<file path="config.mk">
export PLATFORM = sky130hd
export DESIGN_NAME = micro_delay_timer
export DESIGN_NICKNAME = d
export VERILOG_FILES = /design/src/rtl/micro_delay_timer.sv
export SDC_FILE = /design/constraint.sdc
export NUM_CORES = 1
export LEC_CHECK = 0
export CORE_AREA = 2 2 148 150
export DETAILED_ROUTE_END_ITERATION = 16
export DIE_AREA = 0 0 150 152
export PLACE_DENSITY_LB_ADDON = 0.1
export SLEW_MARGIN = 20
export SYNTH_ARGS = -nofsm -noshare
export SYNTH_HDL_FRONTEND = slang
export SYNTH_SLANG_ARGS = --single-unit
</file>
<file path="constraint.sdc">
create_clock -name clk -period 9.45 [get_ports clk]
set_clock_uncertainty 0.2 [all_clocks]
set_input_delay 1.4175 -clock clk [delete_from_list [all_inputs] [get_ports clk]]
set_output_delay 1.4175 -clock clk [all_outputs]
set_load 0.1 [all_outputs]
</file>
<file path="src/rtl/micro_delay_timer.sv">
// micro_delay_timer
//   One-shot / optional periodic microsecond delay timer driven by an external
//   free-running microsecond time base. A start request captures the current
//   time and a duration. While running, the timer compares the modular
//   difference (time_micro - start point) with the duration. On expiry it
//   emits a one-cycle done pulse.
//
//   Configuration macro: MICRO_DELAY_PERIODIC_EN
//     undefined (default): periodic is ignored, and every expiry returns to IDLE.
//     defined            : periodic=1 at start selects drift-free auto-reload.
//
// Ports
//   clk        : system clock
//   rst        : asynchronous, active-high reset
//   time_micro : free-running microsecond count, synchronous to clk (TW bits)
//   start      : one-cycle arm / re-arm request
//   duration   : delay in microseconds, sampled when start is accepted (DW bits)
//   abort      : cancels a running delay; wins over start in the same cycle
//   periodic   : auto-reload request, sampled with start
//   busy       : high while the timer is running
//   done       : one-cycle expiry pulse (registered)
//   elapsed    : microseconds since the current arm point (registered, DW bits)

module micro_delay_timer #(
  parameter int unsigned TW = 32,
  parameter int unsigned DW = 32
) (
  input  logic          clk,
  input  logic          rst,
  input  logic [TW-1:0] time_micro,
  input  logic          start,
  input  logic [DW-1:0] duration,
  input  logic          abort,
  input  logic          periodic,
  output logic          busy,
  output logic          done,
  output logic [DW-1:0] elapsed
);

  typedef enum logic {
    IDLE = 1'b0,
    RUN  = 1'b1
  } state_e;

  state_e        state_q,   state_d;
  logic [TW-1:0] start_q,   start_d;
  logic [DW-1:0] dur_q,     dur_d;
  logic          per_q,     per_d;
  logic [DW-1:0] elapsed_q, elapsed_d;
  logic          done_q,    done_d;

  logic [TW-1:0] diff_c;
  logic          expire_c;

  // Modular distance from the arm point; makes time base wrap transparent.
  assign diff_c   = time_micro - start_q;

  // Compare at full time-base width so a long-running diff never aliases low.
  assign expire_c = (state_q == RUN) && (diff_c >= TW'(dur_q));

`ifndef MICRO_DELAY_PERIODIC_EN
  // periodic and per_q carry no function in this build.
  logic unused_c;
  assign unused_c = ^{periodic, per_q};
`endif

  // State and datapath registers.
  always_ff @(posedge clk or posedge rst) begin
    if (rst) begin
      state_q   <= IDLE;
      start_q   <= '0;
      dur_q     <= '0;
      per_q     <= 1'b0;
      elapsed_q <= '0;
      done_q    <= 1'b0;
    end else begin
      state_q   <= state_d;
      start_q   <= start_d;
      dur_q     <= dur_d;
      per_q     <= per_d;
      elapsed_q <= elapsed_d;
      done_q    <= done_d;
    end
  end

  // Next-state logic. Priority: abort, then start, then expiry.
  always_comb begin
    state_d   = state_q;
    start_d   = start_q;
    dur_d     = dur_q;
    per_d     = per_q;
    elapsed_d = elapsed_q;
    done_d    = 1'b0;

    if (abort) begin
      // Cancels without a done pulse; elapsed keeps its last value.
      state_d = IDLE;
    end else if (start) begin
      // Arm or re-arm; a coincident expiry is swallowed.
      state_d   = RUN;
      start_d   = time_micro;
      dur_d     = duration;
      elapsed_d = '0;
`ifdef MICRO_DELAY_PERIODIC_EN
      per_d     = periodic;
`else
      per_d     = 1'b0;
`endif
    end else if (state_q == RUN) begin
      elapsed_d = diff_c[DW-1:0];
      if (expire_c) begin
        done_d = 1'b1;
`ifdef MICRO_DELAY_PERIODIC_EN
        // Reload from the previous deadline rather than "now" to avoid drift.
        if (per_q) begin
          start_d = start_q + TW'(dur_q);
        end else begin
          state_d = IDLE;
        end
`else
        state_d = IDLE;
`endif
      end
    end
  end

  assign busy    = (state_q == RUN);
  assign done    = done_q;
  assign elapsed = elapsed_q;

endmodule

</file>
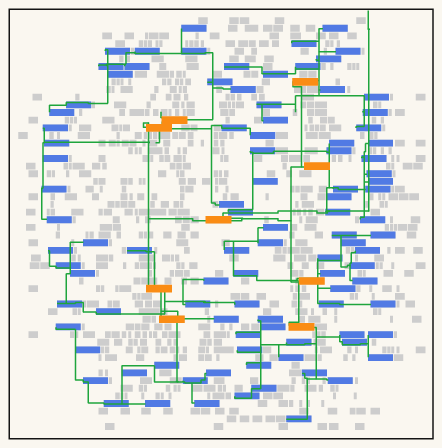
Figure 1: run 1, routed clock nets over the placement.
- clock-net drivers: orange (count 9)
- flip-flops: blue (count 98)
- clock wires: green (length 1,610 um)
- flops lie: all over the die
- routed clock nets: 10

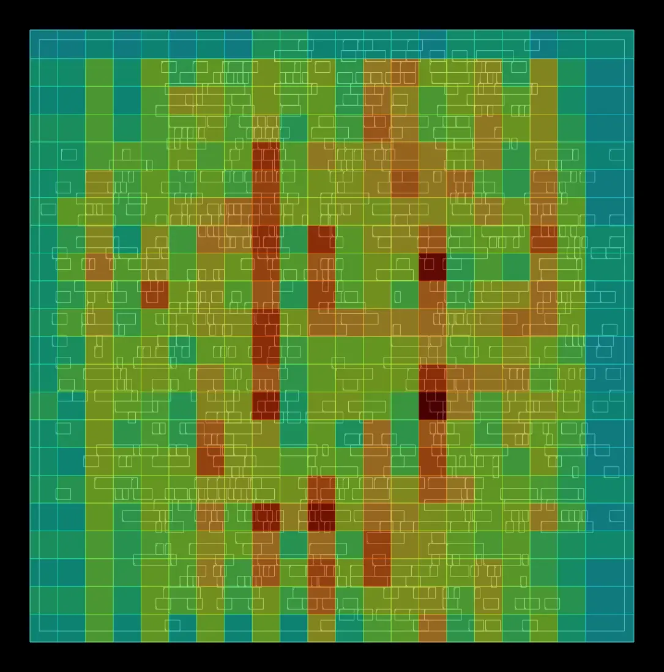
Figure 2: run 1, routing congestion map.
global-route total usage across every layer: 15.4%
fin util: 36.7%
busiest layer in global routing: met2
global routing usage on met1: 22.6%
met2 demand-to-capacity share in global routing: 23.2%

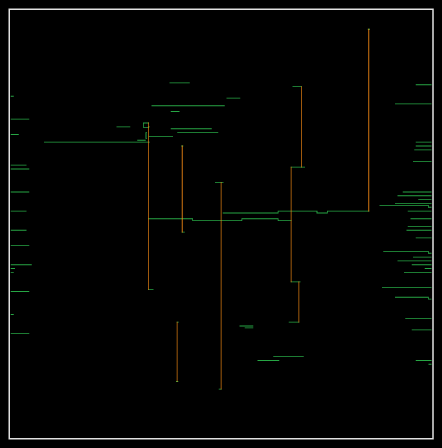
Figure 3: run 1, routed metal, one color a layer.
Two of the layers only.
- M3: green (wire length 589 um)
- M4: orange (wire length 333 um)
average wire per standard cell: 16.1 um
routed vias: 5,153
Total Routed Length: 17,100 um

==> Table 3: Implementation characteristics, run 1 <==
Physical implementation characteristics

Parameter                              Value

Synth
  Biggest combinational cell group after synthesis    AND-OR/OR-AND gates
  Simple-gate area share of the yosys netlist    12.7%
  Yosys stat chip area    6270 um2
  Total cells reported by yosys after synthesis    696
  Synth warn    0

Final timing
  Unrepaired setup endpoints after global routing    false
  Worst Tran Pin Value    1030 ps
  Number of endpoints with negative hold slack in the final report    0
  Cycle use final    56.9%

Setup path
  Crit path cell chain    clkdlybuf4s50_1 > ha_1 > nor2b_1 > o31ai_1 > a211oi_2 > or2_1 > a31oi_1 > xnor2_1 > ha_1 > a21o_1 > a21oi_1 > nor2b_1 > a2111oi_0 > a21o_1 > nand2_1 > o21bai_1
  Crit Reg-Reg Startpoint    start_q[1]$_DFFE_PP0P_
  CP arrival    5460 ps
  Crit Path Max Fanout    5

Power
  Switching share of power    43.9%
  Static leakage power    3.50 nW

Placement
  Port bufs    101

Outcome
  Run status    finished clean

Final layout
  Total of plain and repair buffers excluding clock buffers    106
  Layout cells sized above 1    5.34%
  Gate Area    3440 um2
  Count of clock buffers in the final design    11
  Fraction of area in registers    31.3%
  Top logic cells by instance count in the layout    sky130_fd_sc_hd__clkdlybuf4s50_1, sky130_fd_sc_hd__dfrtp_1, sky130_fd_sc_hd__nand2_1, sky130_fd_sc_hd__o21ai_0, sky130_fd_sc_hd__inv_1

Clock network
  CTS hold repair buffers    0
  Latest clock arrival within the worst-skew pair    360 ps
  H-tree level count    3

GRT
  Global routing usage on met3    1.80%

Route
  Pre-Repair DR Iteration Count    5

Floorplan
  Core area    21,400 um2
  Placement Rows    54
Figure 4. Pin map (run 1).
Pins as bars across the die edge, other pins in gray.
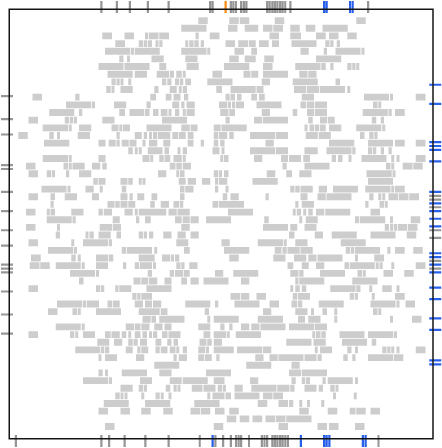

--- run 2 (diff from run 1) ---
==> constraint.sdc (replaced) <==
create_clock -name clk -period 5.6 [get_ports clk]
set_clock_uncertainty 0.2 [all_clocks]
set_input_delay 0.84 -clock clk [delete_from_list [all_inputs] [get_ports clk]]
set_output_delay 0.84 -clock clk [all_outputs]
set_load 0.1 [all_outputs]
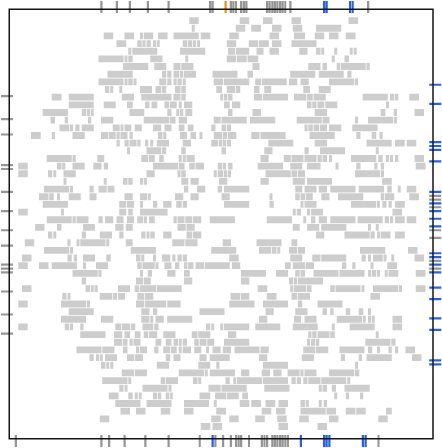
Figure 5: run 2, pin map.
Pins as bars across the die edge, other pins in gray.
- abort: orange (pins 1; direction input; edge top)
- duration: blue (pins 32; direction input; edge 21 right, 7 bottom, 4 top)
- all pins by edge: 32 bottom, 28 top, 28 right, 15 left

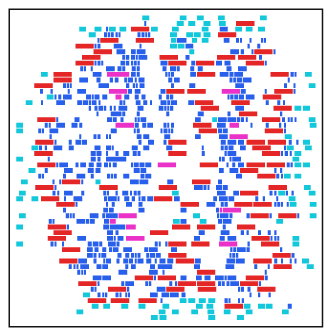
Figure 6: run 2, placement by cell class.
- clock drivers and dummy loads: magenta (cells 15; share of their area 4.1%)
- remaining logic cells: blue (cells 567; share of their area 49%)
- remaining buffers and delay cells: cyan (cells 106; share of their area 14%)
- registers: red (cells 98; share of their area 33%)

==> Table 3: Implementation characteristics, run 2 <==
Physical implementation characteristics

Parameter                              Value

Floorplan
  Placement Rows    54 (unchanged)
  Core area    21,400 um2 (unchanged)

Setup path
  CP arrival    4730 ps (was 5460 ps)
  Crit Reg-Reg Startpoint    start_q[1]$_DFFE_PP0P_ (unchanged)
  Crit path cell chain    clkdlybuf4s50_1 > ha_1 > nor2b_1 > o31ai_1 > a211oi_2 > or2_1 > a31oi_1 > xnor2_1 > ha_1 > a21o_1 > a21oi_1 > nor2b_1 > a2111oi_0 > a21o_1 > nand2_1 > o21bai_1 (unchanged)

Placement
  Port bufs    101 (unchanged)

Final layout
  Fraction of area in registers    31.2% (was 31.3%)
  Gate Area    3440 um2 (unchanged)
  Count of clock buffers in the final design    12 (was 11)
  Total of plain and repair buffers excluding clock buffers    106 (unchanged)
  Layout cells sized above 1    5.22% (was 5.34%)
  Fin util    36.8% (was 36.7%)
  Top logic cells by instance count in the layout    sky130_fd_sc_hd__clkdlybuf4s50_1, sky130_fd_sc_hd__dfrtp_1, sky130_fd_sc_hd__nand2_1, sky130_fd_sc_hd__o21ai_0, sky130_fd_sc_hd__inv_1 (unchanged)

Synth
  Yosys stat chip area    6270 um2 (unchanged)
  Biggest combinational cell group after synthesis    AND-OR/OR-AND gates (unchanged)
  Simple-gate area share of the yosys netlist    12.7% (unchanged)
  Synth warn    0 (unchanged)
  Nets at Floorplan    829 (unchanged)
  Total cells reported by yosys after synthesis    696 (unchanged)

Final timing
  Unrepaired setup endpoints after global routing    false (unchanged)
  Cycle use final    83.1%

Outcome
  Run status    finished clean (unchanged)

Clock network
  H-tree level count    3 (unchanged)
  Latest clock arrival within the worst-skew pair    360 ps (about the same)
  Number of setup buffers added after CTS    0 (unchanged)

Route
  Routed vias    5,205 (was 5,153)
  Average wire per standard cell    16.1 um (about the same)
  Total Routed Length    17,100 um (about the same)

Power
  Static leakage power    3.52 nW (was 3.50 nW)
  Switching share of power    42.9% (was 43.9%)

GRT
  Global routing usage on met3    2.01% (was 1.80%)
  Global routing usage on met1    23.1% (was 22.6%)
  Busiest layer in global routing    met2 (unchanged)
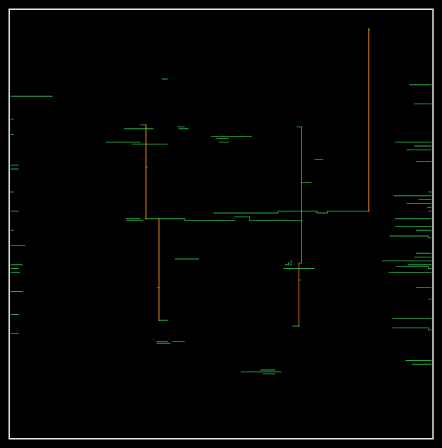
Figure 7: run 2, routed metal, one color a layer.
Two of the layers only.
- M3: green (wire length 544 um)
- M4: orange (wire length 206 um)

Power figures rest on the tool's default switching activity, not on a simulated workload.
